**src/rtl/hazard_fwd_ctrl.sv**
```systemverilog
// Operand forwarding and load-use stall control for the register-bank datapath.
// Tracks EX/DM/WB destination records and resolves operand selects combinationally.
module hazard_fwd_ctrl #(
    parameter int unsigned AW        = 5,
    parameter bit          R0_FWD_EN = 1'b0
) (
    input  logic          clk,
    input  logic          rst_n,
    input  logic          id_valid,
    input  logic [AW-1:0] id_ra,
    input  logic [AW-1:0] id_rb,
    input  logic          id_use_a,
    input  logic          id_use_b,
    input  logic          id_imm,
    input  logic [AW-1:0] id_rw,
    input  logic          id_we,
    input  logic          id_load,
    input  logic          flush,
    output logic [1:0]    mux_sel_A,
    output logic [1:0]    mux_sel_B,
    output logic          imm_sel,
    output logic          stall,
    output logic [AW-1:0] RW_dm
);

    localparam logic [1:0] SEL_RF = 2'b00;
    localparam logic [1:0] SEL_EX = 2'b01;
    localparam logic [1:0] SEL_DM = 2'b10;
    localparam logic [1:0] SEL_WB = 2'b11;

    typedef struct packed {
        logic [AW-1:0] rw;
        logic          we;
        logic          load;
    } stage_t;

    stage_t ex_q, dm_q, wb_q;
    stage_t dec_rec;

    logic use_a, use_b;
    logic ex_a, dm_a, wb_a;
    logic ex_b, dm_b, wb_b;
    logic hazard;

    // Producer match: register 0 is only a forwarding source when enabled.
    function automatic logic hit(input stage_t s, input logic [AW-1:0] src);
        return s.we && (s.rw == src) && ((src != '0) || R0_FWD_EN);
    endfunction

    always_comb begin
        use_a = id_valid & id_use_a;
        use_b = id_valid & id_use_b & ~id_imm;

        ex_a = use_a & hit(ex_q, id_ra);
        dm_a = use_a & hit(dm_q, id_ra);
        wb_a = use_a & hit(wb_q, id_ra);
        ex_b = use_b & hit(ex_q, id_rb);
        dm_b = use_b & hit(dm_q, id_rb);
        wb_b = use_b & hit(wb_q, id_rb);

        hazard = ex_q.load & (ex_a | ex_b);
        stall  = hazard & ~flush;

        // A load in EX has no result yet, so selects fall through to older stages.
        mux_sel_A = SEL_RF;
        if (ex_a && !ex_q.load) mux_sel_A = SEL_EX;
        else if (dm_a)          mux_sel_A = SEL_DM;
        else if (wb_a)          mux_sel_A = SEL_WB;

        mux_sel_B = SEL_RF;
        if (ex_b && !ex_q.load) mux_sel_B = SEL_EX;
        else if (dm_b)          mux_sel_B = SEL_DM;
        else if (wb_b)          mux_sel_B = SEL_WB;

        imm_sel = id_valid & id_imm & rst_n;
        RW_dm   = dm_q.rw;

        dec_rec.rw   = id_rw;
        dec_rec.we   = id_valid & id_we & ~stall & ~flush;
        dec_rec.load = id_valid & id_load & ~stall & ~flush;
    end

    // Stage record pipeline; stalled or flushed decode enters EX as a bubble.
    always_ff @(posedge clk or negedge rst_n) begin
        if (!rst_n) begin
            ex_q <= '0;
            dm_q <= '0;
            wb_q <= '0;
        end else begin
            wb_q <= dm_q;
            dm_q <= ex_q;
            ex_q <= dec_rec;
        end
    end

endmodule

```
**config.mk**
```make
export PLATFORM = sky130hd
export DESIGN_NAME = hazard_fwd_ctrl
export DESIGN_NICKNAME = d
export VERILOG_FILES = /design/src/rtl/hazard_fwd_ctrl.sv
export SDC_FILE = /design/constraint.sdc
export NUM_CORES = 1
export LEC_CHECK = 0
export CORE_MARGIN = 5
export CORE_UTILIZATION = 47
export CTS_BUF_LIST = sky130_fd_sc_hd__clkbuf_16
export DETAILED_ROUTE_END_ITERATION = 6
export GPL_ROUTABILITY_DRIVEN = 0
export MAX_ROUTING_LAYER = met4
export PLACE_DENSITY = 0.83
export SYNTH_ARGS = -nofsm -noshare
export SYNTH_HDL_FRONTEND = slang
export SYNTH_SLANG_ARGS = --single-unit
```
**constraint.sdc**
```tcl
create_clock -name clk -period 5.6 [get_ports clk]
set_clock_uncertainty 0.1 [all_clocks]
set_input_delay 1.12 -clock clk [delete_from_list [all_inputs] [get_ports clk]]
set_output_delay 1.12 -clock clk [all_outputs]
set_load 0.01 [all_outputs]
```
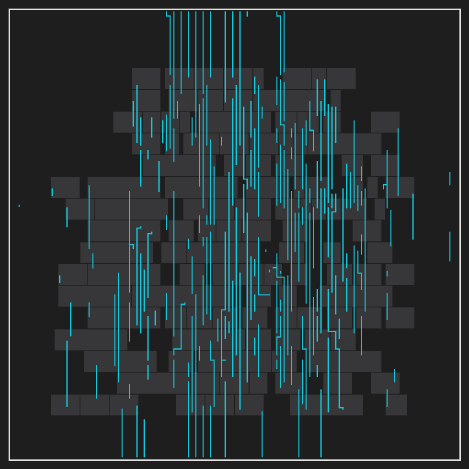
Fig. 1. Signal wires on met2 (run 1).
Scale: 8 px per µm.
The wires run mostly vertical. The layer carries 1230 µm of wire. The longest straight run is 21.1 µm. The layer holds 52% of the routed length. 138 nets have wire on it.

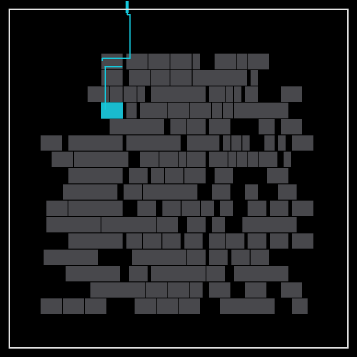
Fig. 2. I/O nets highlighted (run 1).
Scale: 6 px per µm.
Key: cyan = `id_we` [direction input, edge north, end cells 1, buffers 1, wire 23.1 µm]

==> GITHUB_STEP_SUMMARY, run 1 <==
### Metrics collected by this job

| Metric | Value |
|---|---|
| Iteration-0 DRC Markers | 4 |
| R2R Setup Slk | 3.90 ns |
| HPWL Detailed | 1870 µm |
| Yosys chip area | 1000 µm² |
| CP Launch Type | primary input |
| TNS Setup | 0 ns |
| Worst hold slack | 0.313 ns |
| Mux frac, synth | 0% |
| Pleak | 0.514 nW |
| Yosys reg bits | 19 |
| Mean Syn Cell Area | 11.0 µm² |
| Postcts setup bufs | 0 |
| Vias/cell | 5.20 |
| H-tree Lvls | 1 |
| Tmin final | 4.72 ns |
| Syn Nets | 115 |
| Total Routing Usage GR | 17.1% |
| CP dominant cell by count | clkdlybuf4s50_1 |
| Worst Tran Pin Value | 0.311 ns |
| Area growth syn-to-layout | 42.3% |
| Clock transition at path regs | 0.05 ns |
| Basic Gates by Area | 15.9% |
| Arrival time at the worst endpoint | 3.50 ns |
| Worst Hold Endpoint | wb_q[1] |
| Synth cell types | 21 |
| Routed len/inst | 15.7 µm |
| Total CTS buffers | 3 |
| Compound Share, Synth | 5.62% |
| Worst R2R Path Depth | 5 |
| Max Cap Viol | 0 |
| Peak supply drop | 0.244 mV |
| Pwr dens | 248 nW/µm² |
| Slowest cell on the critical path | clkdlybuf4s50_1 |
| Root Driver | clkbuf_16 |
| Drt drc | 0 |
| Post-Synthesis Cells | 91 |
| Worst path max stage delay | 0.61 ns |
| CP delay by family, top | buffers and inverters |
| Top cell excl fill/tap | clkdlybuf4s50_1 |
| Setup CP Type | in2out |
| Cell chain of the critical path | clkdlybuf4s50_1 > or4_1 > o2111ai_2 > nor3_1 > o41ai_1 > clkdlybuf4s50_1 |
| Req. time, crit path | 4.38 ns |
| Ys Warns | 0 |
| Ratio of cells with drive above 1 in the final layout | 6.40% |
| Worst hold path class | reg2reg |
| Hold path cells | 0 |
| Router iterations before antenna repair | 4 |
| Worst setup margin | 0.877 ns |
| Highest clock rate | 212 MHz |
| Dominant comb cell | XOR/XNOR gates |
| Core area | 2000 µm² |
| # resized after CTS | 0 |
| Port Buf Inserts | 34 |
| CP bufs+invs | 2 |
| Die Area | 3160 µm² |
| Nets | 150 |
| Post-Synth XOR/XNOR Area | 26.2% |
| Hold_buf cts | 0 |
| Seq share, synth | 47.4% |
| OpenROAD warning count | 26 |
| CTS tree | built |
| Adders+Majority by Area | 0% |
| Final hold vios | 0 |
| Final setup viols | 0 |
| Crit share post-route | 84.3% |
| Diode count | 0 |
| Longest Clk Path Bufs | 2 |
| Row Count | 16 |
| Worst r2r src | ex_q[2] |
| RSZ-0062 raised after global routing | no |
| Max Slew Vio Count | 0 |
| RR Endpoint | ex_q[0] |
| Most common logic cells in the final layout | clkdlybuf4s50_1, xnor2_1, dfrtp_1 |
| Antenna-violating nets left | 0 |
| Vias in the first global route | 888 |
| Cell count listed in synth_stat.txt | 91 |
| Die X | 56.2 µm |
| Largest net degree at the start of global routing | 21 |
| Routed WL | 2390 µm |
| Worst-path fanout max | 4 |
| First-pass GRT wire length | 4080 µm |
| Slew HR | 79.0% |
| DP Worst Slack | 0.864 ns |
| Total gr overflow | 0 |
| CP endpoint kind | output port |
| Initial antenna violation count | 0 |
| DIE HEIGHT | 56.2 µm |
| # IOs | 35 |
| FP Util | 50.1% |
| Min-delay src | dm_q[1] |
| Cell Area, Synth | 1000 µm² |
| Status | complete, no violations |
| Via count | 790 |
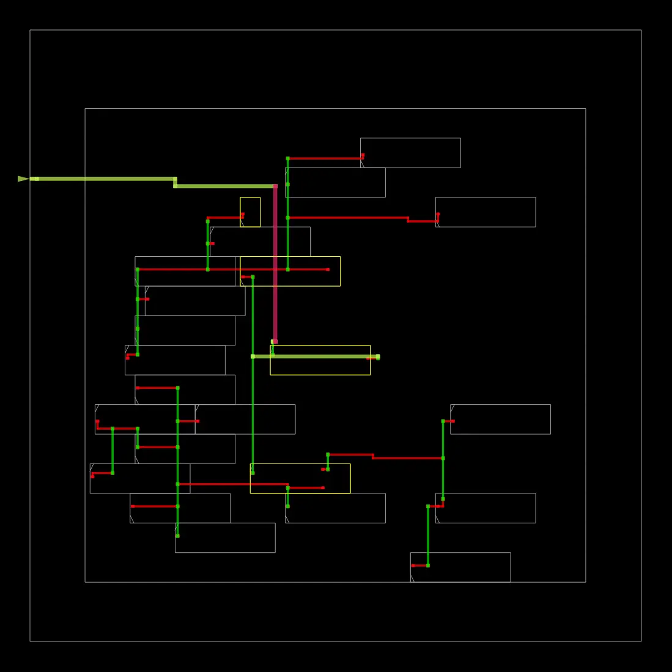
Fig. 3. Clock routing (run 1).
clock sinks: 19
Clk power: 144 µW
registers: 19
Clock Buffer Count: 3
Latency at later pin: 0.25 ns

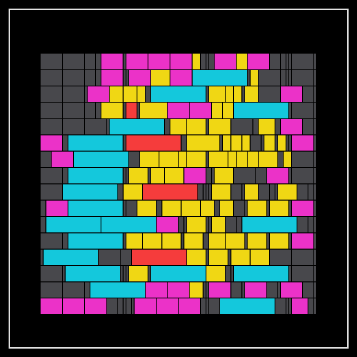
Fig. 4. Placed cells, one colour a class (run 1).
Scale: 6 px per µm. Fill, decap, tap and diode cells in grey.
Key: yellow = all other logic [cells 67, share of their area 35%]; cyan = flip-flops [cells 19, share of their area 34%]; red = clock drivers and dummy loads [cells 4, share of their area 5.8%]; magenta = other buffers and delay cells [cells 35, share of their area 25%]

-- run 1: worst register-to-register path, cell delays in order, from the launching register on --
cell and delay (ns):
dfrtp_1 0.42, xnor2_1 0.19, nand4_1 0.13, nor3_1 0.30, o21a_1 0.19, and4bb_2 0.24
-- run 1: kinds of logic (layout without fill, tap and decap cells) --
kind of cell	after synthesis	count (layout)
XOR/XNOR	30	30
AND-OR/OR-AND	7	7
flip-flops	19	19
AND/OR/NAND/NOR	27	27
buffers and inverters	8	42
-- run 1: where the power goes --
part | total (mW) | internal [mW] | leakage [nW] | switching (mW)
logic | 0.0569 | 0.0343 | 0.245 | 0.0226
clock network | 0.144 | 0.0956 | 0.0409 | 0.0489
registers | 0.152 | 0.144 | 0.229 | 0.00768
total | 0.353 | 0.274 | 0.514 | 0.0792
-- run 1: routing by layer --
layer / routed length, µm / vias up / GRT usage [%]
li1: - / 376 / -
met1: 1030 / 391 / 19.5
met2: 1230 / 19 / 29.2
met3: 89 / 4 / 4.18
met4: 35 / 0 / 6.10
met5: 0 / - / -
-- run 1: layout make-up --
class	count	area, µm²
clock buffers	3	75.1
clock inverters	1	5.00
fillers	143	576
inverters	3	11.3
multi-input cells	64	478
flip-flops and latches	19	475
well taps	27	33.8
repair buffers	35	348
-- run 1: Yosys cell counts --
master,count,area [µm²]
and3_1,1,6.26
nor4bb_1,1,10.0
dfrtp_1,19,475
a21oi_1,1,5.00
nand2b_1,1,6.26
nand2_1,7,26.3
o41ai_1,1,8.76
inv_1,3,11.3
o211ai_1,1,7.51
and4bb_2,1,12.5
o21ai_0,1,5.00
nor3_1,5,25.0
or4_1,2,15.0
nor2_1,1,3.75
nand4_1,6,37.5
xnor2_1,30,263
buf_4,5,37.5
o2111ai_2,1,15.0
nor3_2,1,10.0
nor2b_1,1,6.26
o21a_1,2,15.0
-- run 1: metrics by stage --
stage | power, mW | area (µm²) | utilization [%] | instances
floorplan | 0.179 | 1000 | - | 91
global placement | 0.210 | 1350 | 67.3 | 148
detailed placement | 0.210 | 1350 | 67.3 | 148
CTS | 0.356 | 1430 | 71.3 | 152
global route | 0.366 | 1430 | 71.3 | 152
finish | 0.353 | 1430 | 71.3 | 152
-- run 1: flip-flops by register name, summed over array words and instances, names as in the netlist --
name,flops
RW_dm,5
ex_q,7
dm_q,1
wb_q,6
-- run 1: worst max path at each step --
| stage | to | from | slack, ns | cells past startpoint |
|---|---|---|---|---|
| floorplan | mux_sel_B[0] | id_rb[0] | 1.94 | 4 |
| global placement | mux_sel_B[0] | id_rb[0] | 0.97 | 6 |
| detailed placement | mux_sel_B[0] | id_rb[0] | 0.86 | 6 |
| CTS | mux_sel_B[0] | id_rb[0] | 0.84 | 6 |
| global route | mux_sel_B[0] | id_rb[0] | 0.73 | 6 |
| finish | mux_sel_B[0] | id_rb[0] | 0.88 | 6 |
Fig. 5: run 1, routed clock nets over the placement
Scale: 8 px per µm.
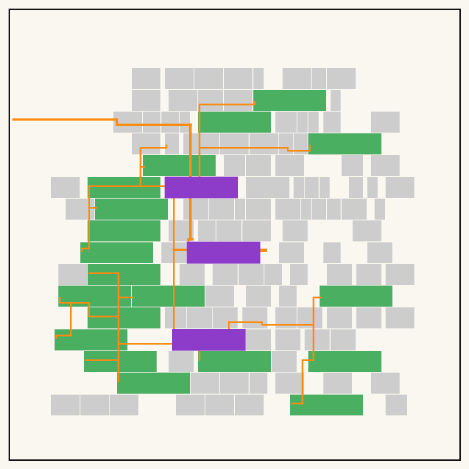

==> run 1 -> run 2 <==
--- a/config.mk
+++ b/config.mk
@@ -6,12 +6,12 @@
 export NUM_CORES = 1
 export LEC_CHECK = 0
 export CORE_MARGIN = 5
-export CORE_UTILIZATION = 47
+export CORE_UTILIZATION = 44
 export CTS_BUF_LIST = sky130_fd_sc_hd__clkbuf_16
 export DETAILED_ROUTE_END_ITERATION = 6
 export GPL_ROUTABILITY_DRIVEN = 0
 export MAX_ROUTING_LAYER = met4
-export PLACE_DENSITY = 0.83
+export PLACE_DENSITY = 0.78
 export SYNTH_ARGS = -nofsm -noshare
 export SYNTH_HDL_FRONTEND = slang
 export SYNTH_SLANG_ARGS = --single-unit
==> constraint.sdc (replaced) <==
create_clock -name clk -period 4.4 [get_ports clk]
set_clock_uncertainty 0.1 [all_clocks]
set_input_delay 0.88 -clock clk [delete_from_list [all_inputs] [get_ports clk]]
set_output_delay 0.88 -clock clk [all_outputs]
set_load 0.01 [all_outputs]
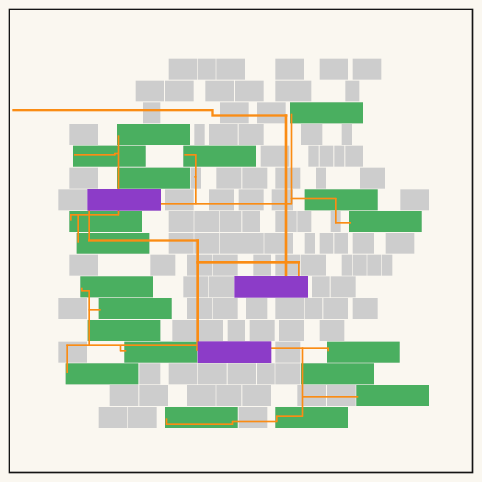
Fig. 6. Routed clock nets over the placement (run 2).
Scale: 8 px per µm.
Key: green = flip-flops [count 19]; purple = cells driving clock nets [count 3]; orange = clock wires [length 265 µm]
There are 4 routed clock nets.

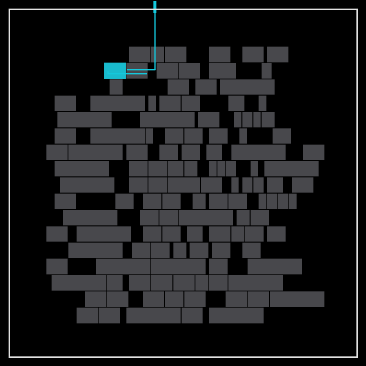
Fig. 7. I/O nets highlighted (run 2).
Scale: 6 px per µm.
Key: cyan = `id_we` [direction input, edge north, end cells 1, buffers 1, wire 21.1 µm]

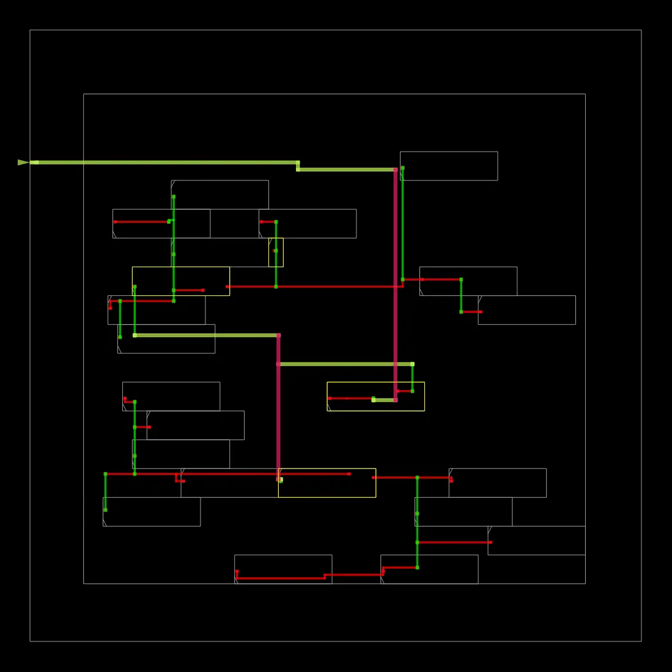
Fig. 8. Clock routing (run 2).
total CTS buffers: 3
Clk power: 184 µW

==> run 2 against run 1 <==
Against the previous run:
- sequential power increased by 27%
- register-to-register slack got worse by 1.2 ns
- largest power group unchanged
- critical path type unchanged
- sequential share of layout area unchanged
- core utilization decreased by 6.1 points
- routed wire length increased by 5.7%
- non-clock buffer count unchanged
==> GITHUB_STEP_SUMMARY, run 2 <==
### Metrics collected by this job

| Metric | Value |
|---|---|
| Most common logic cells in the final layout | clkdlybuf4s50_1, xnor2_1, dfrtp_1 |
| RR Endpoint | ex_q[0] |
| FP Util | 45.7% (-4.3 points) |
| Core area | 2190 µm² (+9.4%) |
| Area after DPL | 1350 µm² (about the same) |
| Cell Area, Synth | 1000 µm² (unchanged) |
| Seq share, synth | 47.4% (unchanged) |
| Synth cell types | 21 (unchanged) |
| Post-Synthesis Cells | 91 (unchanged) |
| Clock transition at path regs | 0.05 ns (about the same) |
| Pwr dens | 316 nW/µm² (+28%) |
| Worst hold slack | 0.304 ns (-0.00852 ns) |
| Max reg flops | 7 (unchanged) |
| Slew HR | 77.4% (-1.5 points) |
| Via count | 779 (-1.4%) |
| Slowest cell on the critical path | clkdlybuf4s50_1 |
| Vias/cell | 5.09 (-2.0%) |
| CP bufs+invs | 2 (unchanged) |
| Yosys chip area | 1000 µm² (unchanged) |
| Longest Clk Path Bufs | 2 (unchanged) |
| Crit share post-route | 96.1% |
| Post-layout util | 65.1% (-6.1 points) |
| Nets | 150 (unchanged) |
| Cell count after placement | 149 (+0.68%) |
| Worst Hold Endpoint | wb_q[1] |
| Ratio of cells with drive above 1 in the final layout | 5.60% (-0.80 points) |
| Most frequent cells after synthesis | xnor2_1, dfrtp_1, nand2_1 |
| Cell chain of the critical path | clkdlybuf4s50_1 > or4_1 > o2111ai_2 > nor3_1 > o41ai_1 > clkdlybuf4s50_1 |
| Worst hold path class | reg2reg |
| Routed WL | 2520 µm (+5.7%) |
| CP delay by family, top | buffers and inverters |
| Diode count | 0 (unchanged) |
| Die Area | 3330 µm² (+5.6%) |
| Row Count | 17 (+1) |
| Drt drc | 0 (unchanged) |
| DIE HEIGHT | 57.7 µm (+2.8%) |
| Highest clock rate | 237 MHz |
| Hold path cells | 0 (unchanged) |
| # resized after CTS | 0 (unchanged) |
| Clock sinks | 19 (unchanged) |
| First-pass GRT wire length | 4270 µm (+4.8%) |
| Iteration-0 DRC Markers | 10 (+6) |
| Worst R2R Path Depth | 5 (unchanged) |
| Yosys top cell by area | dfrtp_1 |
| Largest net degree at the start of global routing | 20 (-4.8%) |
| Tmin final | 4.23 ns |
| Peak supply drop | 0.302 mV (+24%) |
| Area growth syn-to-layout | 42.3% (unchanged) |
| Final hold vios | 0 (unchanged) |
| Worst Tran Pin Value | 0.336 ns (+0.0247 ns) |
| Synth Flop Type | dfrtp_1 |
| HPWL Detailed | 2000 µm (+7.3%) |
| Initial antenna violation count | 0 (unchanged) |
| # IOs | 35 (unchanged) |
| TNS Setup | 0 ns (unchanged) |
| Most instantiated library cell after synthesis | xnor2_1 |
| RSZ-0062 raised after global routing | no |
| Final setup viols | 0 (unchanged) |
| Flip-flops with a built-in enable | 0 (unchanged) |
| Ys Warns | 0 (unchanged) |
| Cell count listed in synth_stat.txt | 91 (unchanged) |
| Router iterations before antenna repair | 4 (unchanged) |
| Worst-path fanout max | 4 (unchanged) |
| Worst path max stage delay | 0.60 ns (about the same) |
| Latency at later pin | 0.25 ns (about the same) |
| Status | complete, no violations |
| Arrival time at the worst endpoint | 3.25 ns (-0.25 ns) |
| R2R Setup Slk | 2.68 ns (-1.22 ns) |
| Req. time, crit path | 3.42 ns (-0.96 ns) |
| Synth top area share | 47.4% (unchanged) |
| Antenna-violating nets left | 0 (unchanged) |
| Total gr overflow | 0 (unchanged) |
| Design Area, Final | 1430 µm² (unchanged) |
| Setup CP Type | in2out |
| Top cells, area | dfrtp_1, xnor2_1, buf_4 |
| Hold_buf cts | 0 (unchanged) |
| H-tree Lvls | 1 (unchanged) |
| OpenROAD warning count | 26 (unchanged) |
| Port Buf Inserts | 34 (unchanged) |
| Yosys reg bits | 19 (unchanged) |
| Worst setup margin | 0.172 ns (-0.705 ns) |
| Total power | 451 µW (+28%) |
| Largest Register | ex_q |
| Async SR Flop Fraction | 100% (unchanged) |
| CP endpoint kind | output port |
| Max Slew Vio Count | 0 (unchanged) |
| Mean Syn Cell Area | 11.0 µm² (unchanged) |
| Crit path launch | id_rb[0] |
| DP Worst Slack | 0.161 ns (-0.703 ns) |
| Vias in the first global route | 905 (+1.9%) |
| CTS tree | built |
| Pleak | 0.516 nW (+0.28%) |
| Worst r2r src | ex_q[2] |
| Total Routing Usage GR | 17.6% (+0.49 points) |
| Syn Nets | 115 (unchanged) |
| CP dominant cell by count | clkdlybuf4s50_1 |
| Finished Layout Cells | 153 (+0.66%) |
| Max Cap Viol | 0 (unchanged) |
| Top cell excl fill/tap | clkdlybuf4s50_1 |
| CP Launch Type | primary input |
| Die X | 57.7 µm (+2.8%) |
| Routed len/inst | 16.5 µm (+5.0%) |
| Postcts setup bufs | 0 (unchanged) |
| Min-delay src | dm_q[1] |
| Root Driver | clkbuf_16 |
[run 2: cell counts after synthesis]
Identical to the previous run, type by type.
[run 2: layout make-up]
cell class / count / area, µm²
clock buffers: 3 / 75.1
clock inverters: 1 / 3.75
fillers: 180 / 764
inverters: 3 / 11.3
multi-input cells: 64 / 478
flip-flops and latches: 19 / 475
well taps: 28 / 35.0
repair buffers: 35 / 348
[run 2: cell families (layout without fill, tap and decap cells)]
| family | count (synthesis) | count (layout) | synth area share [%] |
|---|---|---|---|
| simple gates | 27 | 27 | 15.9 |
| xor+xnor | 30 | 30 | 26.2 |
| buf+inv | 8 | 42 | 4.87 |
| compound gates | 7 | 7 | 5.62 |
| flops | 19 | 19 | 47.4 |
[run 2: routing by layer]
layer  routed length [µm]  vias to the layer above  GRT usage, %
li1                     -                      376             -
met1                 1010                      370          20.6
met2                 1320                       26          28.7
met3                  139                        7          5.35
met4                   51                        0          5.96
met5                    0                        -             -
[run 2: worst max-delay path by stage]
stage | endpoint | slack, ns | cells after the start
after global routing | mux_sel_B[0] | 0.03 | 6
final | mux_sel_B[0] | 0.17 | 6
after detailed placement | mux_sel_B[0] | 0.16 | 6
after global placement | mux_sel_B[0] | 0.26 | 6
after CTS | mux_sel_B[0] | 0.16 | 6
after floorplan | mux_sel_B[0] | 1.22 | 4
[run 2: where the power goes]
group / total [mW] / switching (mW) / internal [mW]
registers: 0.193 / 0.00978 / 0.183
clock network: 0.184 / 0.0631 / 0.121
logic: 0.0734 / 0.0298 / 0.0436
total: 0.451 / 0.103 / 0.348
Fig. 9: run 2, placed cells, one colour a class
Scale: 6 px per µm. Fill, decap, tap and diode cells in grey.
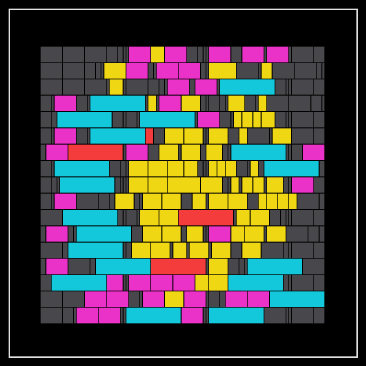

==> run 2 -> run 3 <==
--- a/config.mk
+++ b/config.mk
@@ -12,6 +12,7 @@
 export GPL_ROUTABILITY_DRIVEN = 0
 export MAX_ROUTING_LAYER = met4
 export PLACE_DENSITY = 0.78
+export RECOVER_POWER = 50
 export SYNTH_ARGS = -nofsm -noshare
 export SYNTH_HDL_FRONTEND = slang
 export SYNTH_SLANG_ARGS = --single-unit
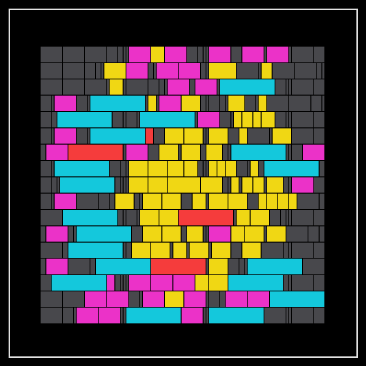
Fig. 10. Placed cells, one colour a class (run 3).
Scale: 6 px per µm. Fill, decap, tap and diode cells in grey.
Key: yellow = all other logic [cells 67, share of their area 35%]; cyan = flip-flops [cells 19, share of their area 34%]; magenta = other buffers and delay cells [cells 35, share of their area 25%]; red = clock drivers and dummy loads [cells 4, share of their area 5.7%]

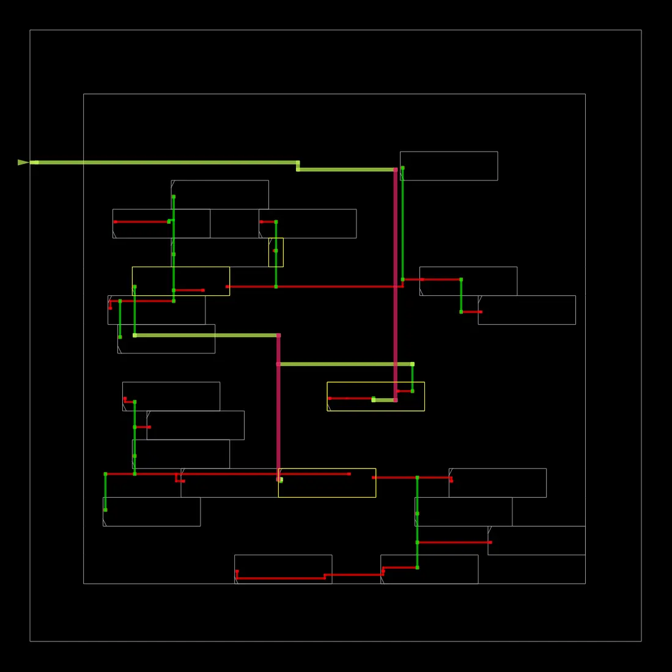
Fig. 11. Clock routing (run 3).

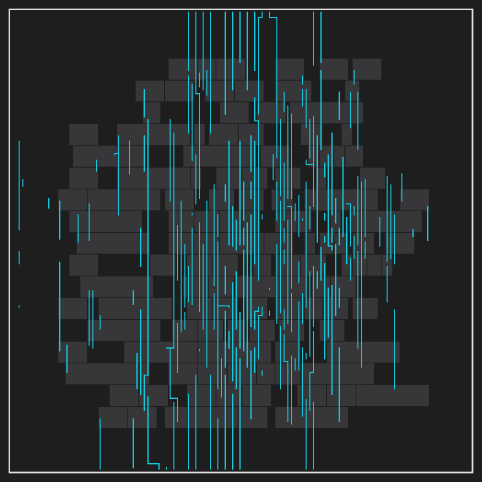
Fig. 12. Signal wires on met2 (run 3).
Scale: 8 px per µm.
The layer holds 53% of the routed length. The layer carries 1320 µm of wire. The wires run mostly vertical. 132 nets have wire on it.

==> run 3 against run 2 <==
Against the previous run:
- area after synthesis did not move
- register-to-register slack barely moved
- clock-buffer cell count unchanged
- clock power hardly changed
- synthesized cell count stayed put
- critical endpoint unchanged
- highest routed layer unchanged
- first-iteration DRC count is the same
- via count did not move
- maximum frequency unchanged
- largest power group unchanged
- flip-flop count did not move
==> GITHUB_STEP_SUMMARY, run 3 <==
### Metrics collected by this job

| Metric | Value |
|---|---|
| Die Area | 3330 µm² (unchanged) |
| Worst hold slack | 0.304 ns (-0.00000200 ns) |
| Ys Warns | 0 (unchanged) |
| Slowest cell on the critical path | clkdlybuf4s50_1 |
| Synth top area share | 47.4% (unchanged) |
| Vias/cell | 5.09 (unchanged) |
| Latency at later pin | 0.25 ns (about the same) |
| Arrival time at the worst endpoint | 3.25 ns (about the same) |
| DIE HEIGHT | 57.7 µm (unchanged) |
| Async SR Flop Fraction | 100% (unchanged) |
| Hold path cells | 0 (unchanged) |
| Clock sinks | 19 (unchanged) |
| Mean Syn Cell Area | 11.0 µm² (unchanged) |
| Worst Hold Endpoint | wb_q[1] |
| Ratio of cells with drive above 1 in the final layout | 4.80% (-0.80 points) |
| Pint | 346 µW (-0.43%) |
| Total Routing Usage GR | 17.6% (unchanged) |
| Yosys chip area | 1000 µm² (unchanged) |
| Wire length on met2 | 1320 µm (unchanged) |
| Sequential Power Share | 43.0% (about the same) |
| Diode count | 0 (unchanged) |
| Finished Layout Cells | 153 (unchanged) |
| Root Driver | clkbuf_16 |
| Sw Share | 22.8% (+0.066 points) |
| Min-delay src | dm_q[1] |
| CP delay by family, top | buffers and inverters |
| OpenROAD warning count | 26 (unchanged) |
| Highest clock rate | 237 MHz (unchanged) |
| RR Endpoint | ex_q[0] |
| Longest Clk Path Bufs | 2 (unchanged) |
| Worst r2r src | ex_q[2] |
| Synth Flop Type | dfrtp_1 |
| Max reg flops | 7 (unchanged) |
| Cell count after placement | 149 (unchanged) |
| Worst hold path class | reg2reg |
| Design Area, Final | 1420 µm² (-0.26%) |
| Worst setup margin | 0.172 ns (unchanged) |
| Yosys reg bits | 19 (unchanged) |
| Syn Nets | 115 (unchanged) |
| Req. time, crit path | 3.42 ns (about the same) |
| Routed WL | 2520 µm (-0.12%) |
| Core area | 2190 µm² (unchanged) |
| Vias in the first global route | 905 (unchanged) |
| CP endpoint kind | output port |
| Area growth syn-to-layout | 41.9% |
| # IOs | 35 (unchanged) |
| Crit share post-route | 96.1% (unchanged) |
| Iteration-0 DRC Markers | 10 (unchanged) |
| Area after DPL | 1350 µm² (unchanged) |
| Setup CP Type | in2out |
| Top cell excl fill/tap | xnor2_1 |
| Routed len/inst | 16.5 µm (-0.12%) |
| Most instantiated library cell after synthesis | xnor2_1 |
| Top cells, area | dfrtp_1, xnor2_1, buf_4 |
| Cell count listed in synth_stat.txt | 91 (unchanged) |
| Worst-path fanout max | 4 (unchanged) |
| Total power | 449 µW (-0.34%) |
| Combinational power share | 16.0% (-0.3 points) |
| Postcts setup bufs | 0 (unchanged) |
| Router iterations before antenna repair | 4 (unchanged) |
| Total CTS buffers | 3 (unchanged) |
| Antenna-violating nets left | 0 (unchanged) |
| WL met3 | 139 µm (unchanged) |
| Clock transition at path regs | 0.05 ns (about the same) |
| Flip-flops with a built-in enable | 0 (unchanged) |
| Die X | 57.7 µm (unchanged) |
| Largest net degree at the start of global routing | 20 (unchanged) |
| CP dominant cell by count | clkdlybuf4s50_1 |
| Cell chain of the critical path | clkdlybuf4s50_1 > or4_1 > o2111ai_2 > nor3_1 > o41ai_1 > clkdlybuf4s50_1 |
| Peak supply drop | 0.301 mV (-0.28%) |
| H-tree Lvls | 1 (unchanged) |
| Worst path max stage delay | 0.60 ns (about the same) |
| Psw | 103 µW (about the same) |
| # resized after CTS | 0 (unchanged) |
| Status | complete, no violations |
| Total gr overflow | 0 (unchanged) |
| Worst Tran Pin Value | 1.04 ns (+0.703 ns) |
| Max Cap Viol | 0 (unchanged) |
| Most frequent cells after synthesis | xnor2_1, dfrtp_1, nand2_1 |
| Final hold vios | 0 (unchanged) |
| Metal-1 WL | 1000 µm (-0.30%) |
| Via count | 779 (unchanged) |
| Yosys top cell by area | dfrtp_1 |
| Most common logic cells in the final layout | xnor2_1, clkdlybuf4s50_1, dfrtp_1 |
| Synth cell types | 21 (unchanged) |
| R2R Setup Slk | 2.68 ns (about the same) |
| CP bufs+invs | 2 (unchanged) |
| CTS tree | built |
| RSZ-0062 raised after global routing | no |
==> run 3: cell counts after synthesis <==
No cell type changed its count.
==> run 3: how the worst max path moves through the flow <==
stage	start	end	slack, ns	cells past startpoint
final	id_rb[0]	mux_sel_B[0]	0.17	6
after global routing	id_rb[0]	mux_sel_B[0]	0.03	6
after CTS	id_rb[0]	mux_sel_B[0]	0.16	6
after detailed placement	id_rb[0]	mux_sel_B[0]	0.16	6
after global placement	id_rb[0]	mux_sel_B[0]	0.26	6
after floorplan	id_rb[0]	mux_sel_B[0]	1.22	4
==> run 3: worst reg2reg max path: cells and delay by family (launching register included) <==
kind	cells	cell delay, ns
AOI/OAI and AO/OA	1	0.20
and+or+nand+nor	3	0.68
xor gates and xnor gates	1	0.21
DFF	1	0.42
==> run 3: logic make-up after synthesis <==
logic type	after synthesis	synth area share (%)
DFF	19	47.4
buffers and inverters	8	4.87
and+or+nand+nor	27	15.9
AOI/OAI and AO/OA	7	5.62
xor gates and xnor gates	30	26.2
==> run 3: power groups by stage <==
stage | combinational [mW] | sequential, mW | clock (mW)
global route | 0.0772 | 0.195 | 0.196
floorplan | 0.0341 | 0.194 | 0
CTS | 0.0737 | 0.193 | 0.185
global placement | 0.0724 | 0.195 | 0
finish | 0.0719 | 0.193 | 0.184
detailed placement | 0.0727 | 0.196 | 0
==> run 3: layer usage <==
layer / global-route usage (%) / vias to the layer above
met2: 28.7 / 26
met4: 5.96 / 0
met5: - / -
li1: - / 376
met1: 20.6 / 370
met3: 5.35 / 7
==> run 3: layout make-up <==
type	count	area, µm²
timing repair buffer	35	344
clock buffer	3	75.1
clock inverter	1	3.75
tap	28	35.0
sequential	19	475
multi-input combinational	64	478
inverter	3	11.3
fill	182	768
Power figures rest on the tool's default switching activity, not on a simulated workload.
